[src/rtl/list_builder_pkg.sv]
// Shared linked-list definitions: pointer type, null terminator, FSM states
// and the completed-head record kept in the head FIFO.
package list_builder_pkg;

   localparam int N     = 16;
   localparam int Width = $clog2(N);

   typedef logic [Width-1:0] Pointer;

   localparam Pointer NullPtr = Pointer'(0);
   // Longest list that can be built: every legal pointer 1..N-1 used once.
   localparam Pointer MaxLen  = Pointer'(N - 1);

   typedef enum logic [1:0] {
      IDLE = 2'd0,  // waiting for the first element of a list
      LINK = 2'd1,  // partial list open, prev holds its tail
      TERM = 2'd2   // write the null terminator and publish the head
   } state_e;

   typedef struct packed {
      Pointer ptr;
      Pointer len;
   } head_t;

endpackage

[src/rtl/list_builder_head_fifo.sv]
// Small synchronous FIFO holding completed list heads, oldest first.
// A push that coincides with a pop is accepted even when full.
module head_fifo #(
   parameter int Depth = 2,
   parameter int DW    = 8
) (
   input  logic          clk,
   input  logic          rst,
   input  logic          push,
   input  logic [DW-1:0] push_data,
   input  logic          pop,
   output logic [DW-1:0] pop_data,
   output logic          full,
   output logic          empty
);

   localparam int AW = (Depth > 1) ? $clog2(Depth) : 1;
   localparam int CW = $clog2(Depth + 1);

   logic [DW-1:0] mem [Depth];
   logic [AW-1:0] wr_ptr;
   logic [AW-1:0] rd_ptr;
   logic [CW-1:0] count;
   logic          do_push;
   logic          do_pop;

   assign empty    = (count == '0);
   assign full     = (count == CW'(Depth));
   assign do_pop   = pop & ~empty;
   assign do_push  = push & (~full | do_pop);
   // Present zero while empty so the head outputs read as their reset values.
   assign pop_data = empty ? '0 : mem[rd_ptr];

   function automatic logic [AW-1:0] bump(input logic [AW-1:0] p);
      return (p == AW'(Depth - 1)) ? '0 : p + AW'(1);
   endfunction

   // Pointer and occupancy bookkeeping.
   always_ff @(posedge clk or negedge rst) begin
      if (!rst) begin
         wr_ptr <= '0;
         rd_ptr <= '0;
         count  <= '0;
      end else begin
         if (do_push) wr_ptr <= bump(wr_ptr);
         if (do_pop)  rd_ptr <= bump(rd_ptr);
         case ({do_push, do_pop})
            2'b10:   count <= count + CW'(1);
            2'b01:   count <= count - CW'(1);
            default: count <= count;
         endcase
      end
   end

   // Storage; contents are don't-care while their slot is unoccupied.
   always_ff @(posedge clk) begin
      if (do_push) mem[wr_ptr] <= push_data;
   end

endmodule

[src/rtl/list_builder.sv]
// Writer end of the linked-list path: links a stream of element pointers
// into singly linked lists in next-pointer memory and publishes each
// finished list's (head, length) in completion order.
//
// Handshakes: a transfer happens on a rising clk edge where valid and ready
// are both high; valid, once raised, is meant to hold with stable payload
// until that edge; ready may change freely and is never a function of
// valid. This applies to in_vld/in_rdy and head_vld/head_rdy.
module list_builder
   import list_builder_pkg::*;
#(
   parameter int HeadDepth = 2
) (
   input  logic             clk,
   input  logic             rst,
   input  logic [Width-1:0] in_ptr,
   input  logic             in_last,
   input  logic             in_vld,
   output logic             in_rdy,
   output logic             wr_en,
   output logic [Width-1:0] wr_addr,
   output logic [Width-1:0] wr_data,
   output logic [Width-1:0] head_ptr,
   output logic [Width-1:0] head_len,
   output logic             head_vld,
   input  logic             head_rdy,
   output logic             err,
   output state_e           fsm_state
);

   state_e state;
   state_e state_nx;
   Pointer head_q;
   Pointer prev_q;
   Pointer len_q;

   logic   fifo_full;
   logic   fifo_empty;
   logic   accept;
   logic   is_null;
   logic   wr_en_d;
   Pointer wr_addr_d;
   Pointer wr_data_d;
   logic   err_d;
   logic   push;
   logic   load_first;
   logic   extend;
   head_t  push_entry;
   head_t  pop_entry;

   assign in_rdy    = (state != TERM) & ~fifo_full;
   assign accept    = in_vld & in_rdy;
   assign is_null   = (in_ptr == NullPtr);
   assign fsm_state = state;

   // State register.
   always_ff @(posedge clk or negedge rst) begin
      if (!rst) state <= IDLE;
      else      state <= state_nx;
   end

   // Next state: null elements never move the FSM; a full list is closed
   // by whatever element arrives next.
   always_comb begin
      state_nx = state;
      case (state)
         IDLE: if (accept && !is_null && !in_last) state_nx = LINK;
         LINK: if (accept && !is_null && (in_last || len_q == MaxLen)) state_nx = TERM;
         TERM: state_nx = IDLE;
         default: state_nx = IDLE;
      endcase
   end

   // Outputs: the memory write, error and FIFO push for this cycle.
   always_comb begin
      wr_en_d    = 1'b0;
      wr_addr_d  = wr_addr;
      wr_data_d  = wr_data;
      err_d      = accept & is_null;
      push       = 1'b0;
      push_entry = '{ptr: head_q, len: len_q};
      load_first = 1'b0;
      extend     = 1'b0;
      case (state)
         IDLE: begin
            if (accept && !is_null) begin
               load_first = 1'b1;
               if (in_last) begin
                  wr_en_d    = 1'b1;
                  wr_addr_d  = in_ptr;
                  wr_data_d  = NullPtr;
                  push       = 1'b1;
                  push_entry = '{ptr: in_ptr, len: Pointer'(1)};
               end
            end
         end
         LINK: begin
            if (accept && !is_null) begin
               if (len_q == MaxLen) begin
                  err_d = 1'b1;
               end else begin
                  wr_en_d   = 1'b1;
                  wr_addr_d = prev_q;
                  wr_data_d = in_ptr;
                  extend    = 1'b1;
               end
            end
         end
         TERM: begin
            wr_en_d   = 1'b1;
            wr_addr_d = prev_q;
            wr_data_d = NullPtr;
            push      = 1'b1;
         end
         default: ;
      endcase
   end

   // Partial-list tracking: head, current tail and running length.
   always_ff @(posedge clk or negedge rst) begin
      if (!rst) begin
         head_q <= NullPtr;
         prev_q <= NullPtr;
         len_q  <= '0;
      end else if (load_first) begin
         head_q <= in_ptr;
         prev_q <= in_ptr;
         len_q  <= Pointer'(1);
      end else if (extend) begin
         prev_q <= in_ptr;
         len_q  <= len_q + Pointer'(1);
      end
   end

   // Registered write port and error pulse.
   always_ff @(posedge clk or negedge rst) begin
      if (!rst) begin
         wr_en   <= 1'b0;
         wr_addr <= NullPtr;
         wr_data <= NullPtr;
         err     <= 1'b0;
      end else begin
         wr_en   <= wr_en_d;
         wr_addr <= wr_addr_d;
         wr_data <= wr_data_d;
         err     <= err_d;
      end
   end

   head_fifo #(
      .Depth (HeadDepth),
      .DW    ($bits(head_t))
   ) u_head_fifo (
      .clk       (clk),
      .rst       (rst),
      .push      (push),
      .push_data (push_entry),
      .pop       (head_rdy),
      .pop_data  (pop_entry),
      .full      (fifo_full),
      .empty     (fifo_empty)
   );

   assign head_vld = ~fifo_empty;
   assign head_ptr = pop_entry.ptr;
   assign head_len = pop_entry.len;

endmodule
[config.mk]
export PLATFORM = sky130hd
export DESIGN_NAME = list_builder
export DESIGN_NICKNAME = d
export VERILOG_FILES = /design/src/rtl/list_builder_pkg.sv /design/src/rtl/list_builder_head_fifo.sv /design/src/rtl/list_builder.sv
export SDC_FILE = /design/constraint.sdc
export NUM_CORES = 1
export LEC_CHECK = 0
export ABC_AREA = 0
export CORE_MARGIN = 5
export CORE_UTILIZATION = 35
export CTS_CLUSTER_SIZE = 10
export DETAILED_ROUTE_END_ITERATION = 10
export GPL_TIMING_DRIVEN = 0
export PLACE_DENSITY = 0.52
export SYNTH_ARGS = -nofsm -noshare
export SYNTH_HDL_FRONTEND = slang
export SYNTH_SLANG_ARGS = --single-unit
export TNS_END_PERCENT = 50
[constraint.sdc]
create_clock -name clk -period 2.55 [get_ports clk]
set_input_delay 0.51 -clock clk [delete_from_list [all_inputs] [get_ports clk]]
set_output_delay 0.51 -clock clk [all_outputs]
set_load 0.02 [all_outputs]
==> results.yml <==
# synthesis and place-and-route metrics
status:
  outcome: "finished clean"
place:
  gp_congestion: 0.7843
  dp_hpwl_mm: 3.116
grt:
  grt_first_pass_wirelength_mm: 7.417
  gr-max-usage-layer: "met2"
  overflow: 0
cts:
  post_cts_setup_inserts: 1
  clkSinkCount: 44
  tritoncts_clock_tree: "built"
sta:
  grt_setup_unrepaired: "no"
  setup_total_negative_slack_ns: 0
  finalClockSkew_ns: 0.009299
critical_path:
  crit_cells: 4
  reg2reg_to: "prev_q[1]"
  crit_buf_inv: 2
  critical_path.endpoint: "in_rdy"
synth:
  synth.area.top_cells: "dfrtp_1 33%, edfxtp_1 22%, mux2_1 4.7%"
  top_cell_area_share_pct: 32.71
  synthCells: 164
  yosys-stat-cells: 164
routing:
  detailroute.wirelength.met2_mm: 2.055
cells_and_area:
  clock_buffers: 6
  drive_above_1_share_pct: 17.33
  finalNetCount: 216
  multi_input_comb_area_um2: 910.9
  area_share_clock_buf_inv_pct: 4.060
pwr:
  share_seq_of_total_power_pct: 35.2
  top_power_group: "combinational logic"
  clock_net_power_mw: 0.522
  p_clk_share_pct: 14.7
  total_power_mw: 3.563
floorplan:
  placement_rows: 28
layers.png
The bar under the picture is 20 um long. Two of the layers only.
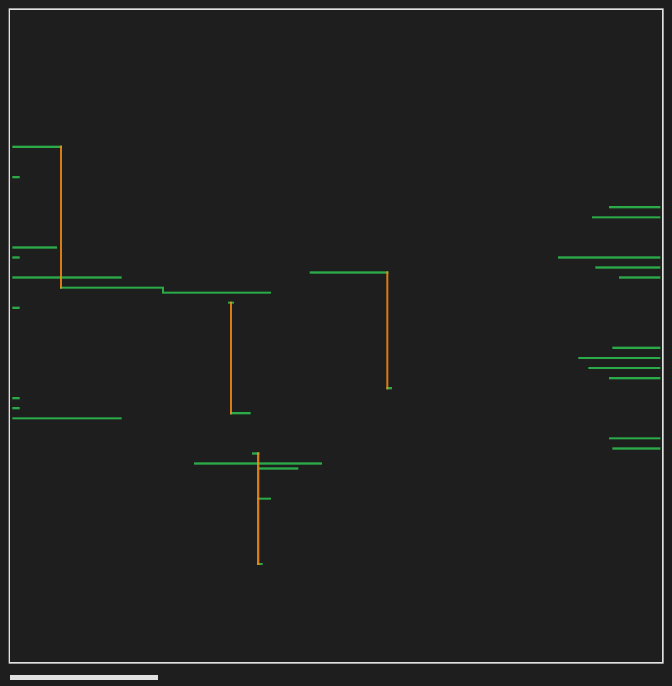
layer	color	wire length
M3	green	201 um
M4	orange	64.6 um
drt wl/cell: 15.50 um
GRT Total Usage: 12.24%

m1.png
The bar under the picture is 20 um long.
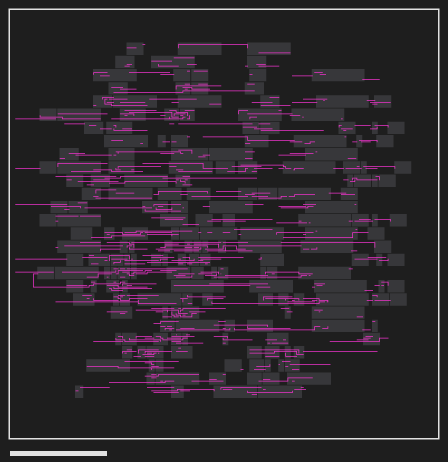
wire length on this layer	1970 um
nets with wire on the layer	191
main direction	horizontal
Via Count: 1384
met1 demand-to-capacity share in global routing: 15.98%
DRT Wirelength: 4.293 mm

closeup.png
The bar under the picture is 5 um long. Region (56, 56) to (76, 76) um. Cells in gray, sequential cells in the stronger gray; small squares are vias.
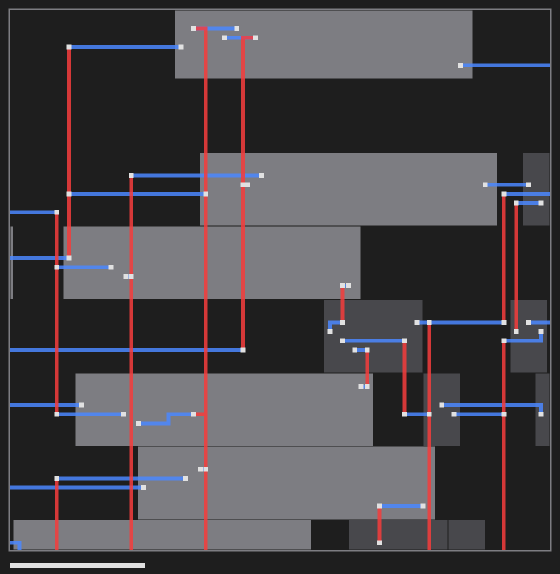
layer	color
M2	red
M1	blue
cells with their middle in the window	8
netlist names of flops here include	u_head_fifo.mem (5)
sequential cells in the window	5
most frequent	edfxtp_1 (5), nor2_1 (2), mux2i_1 (1)

No activity file was given, so power comes from the tool's default toggle rates.
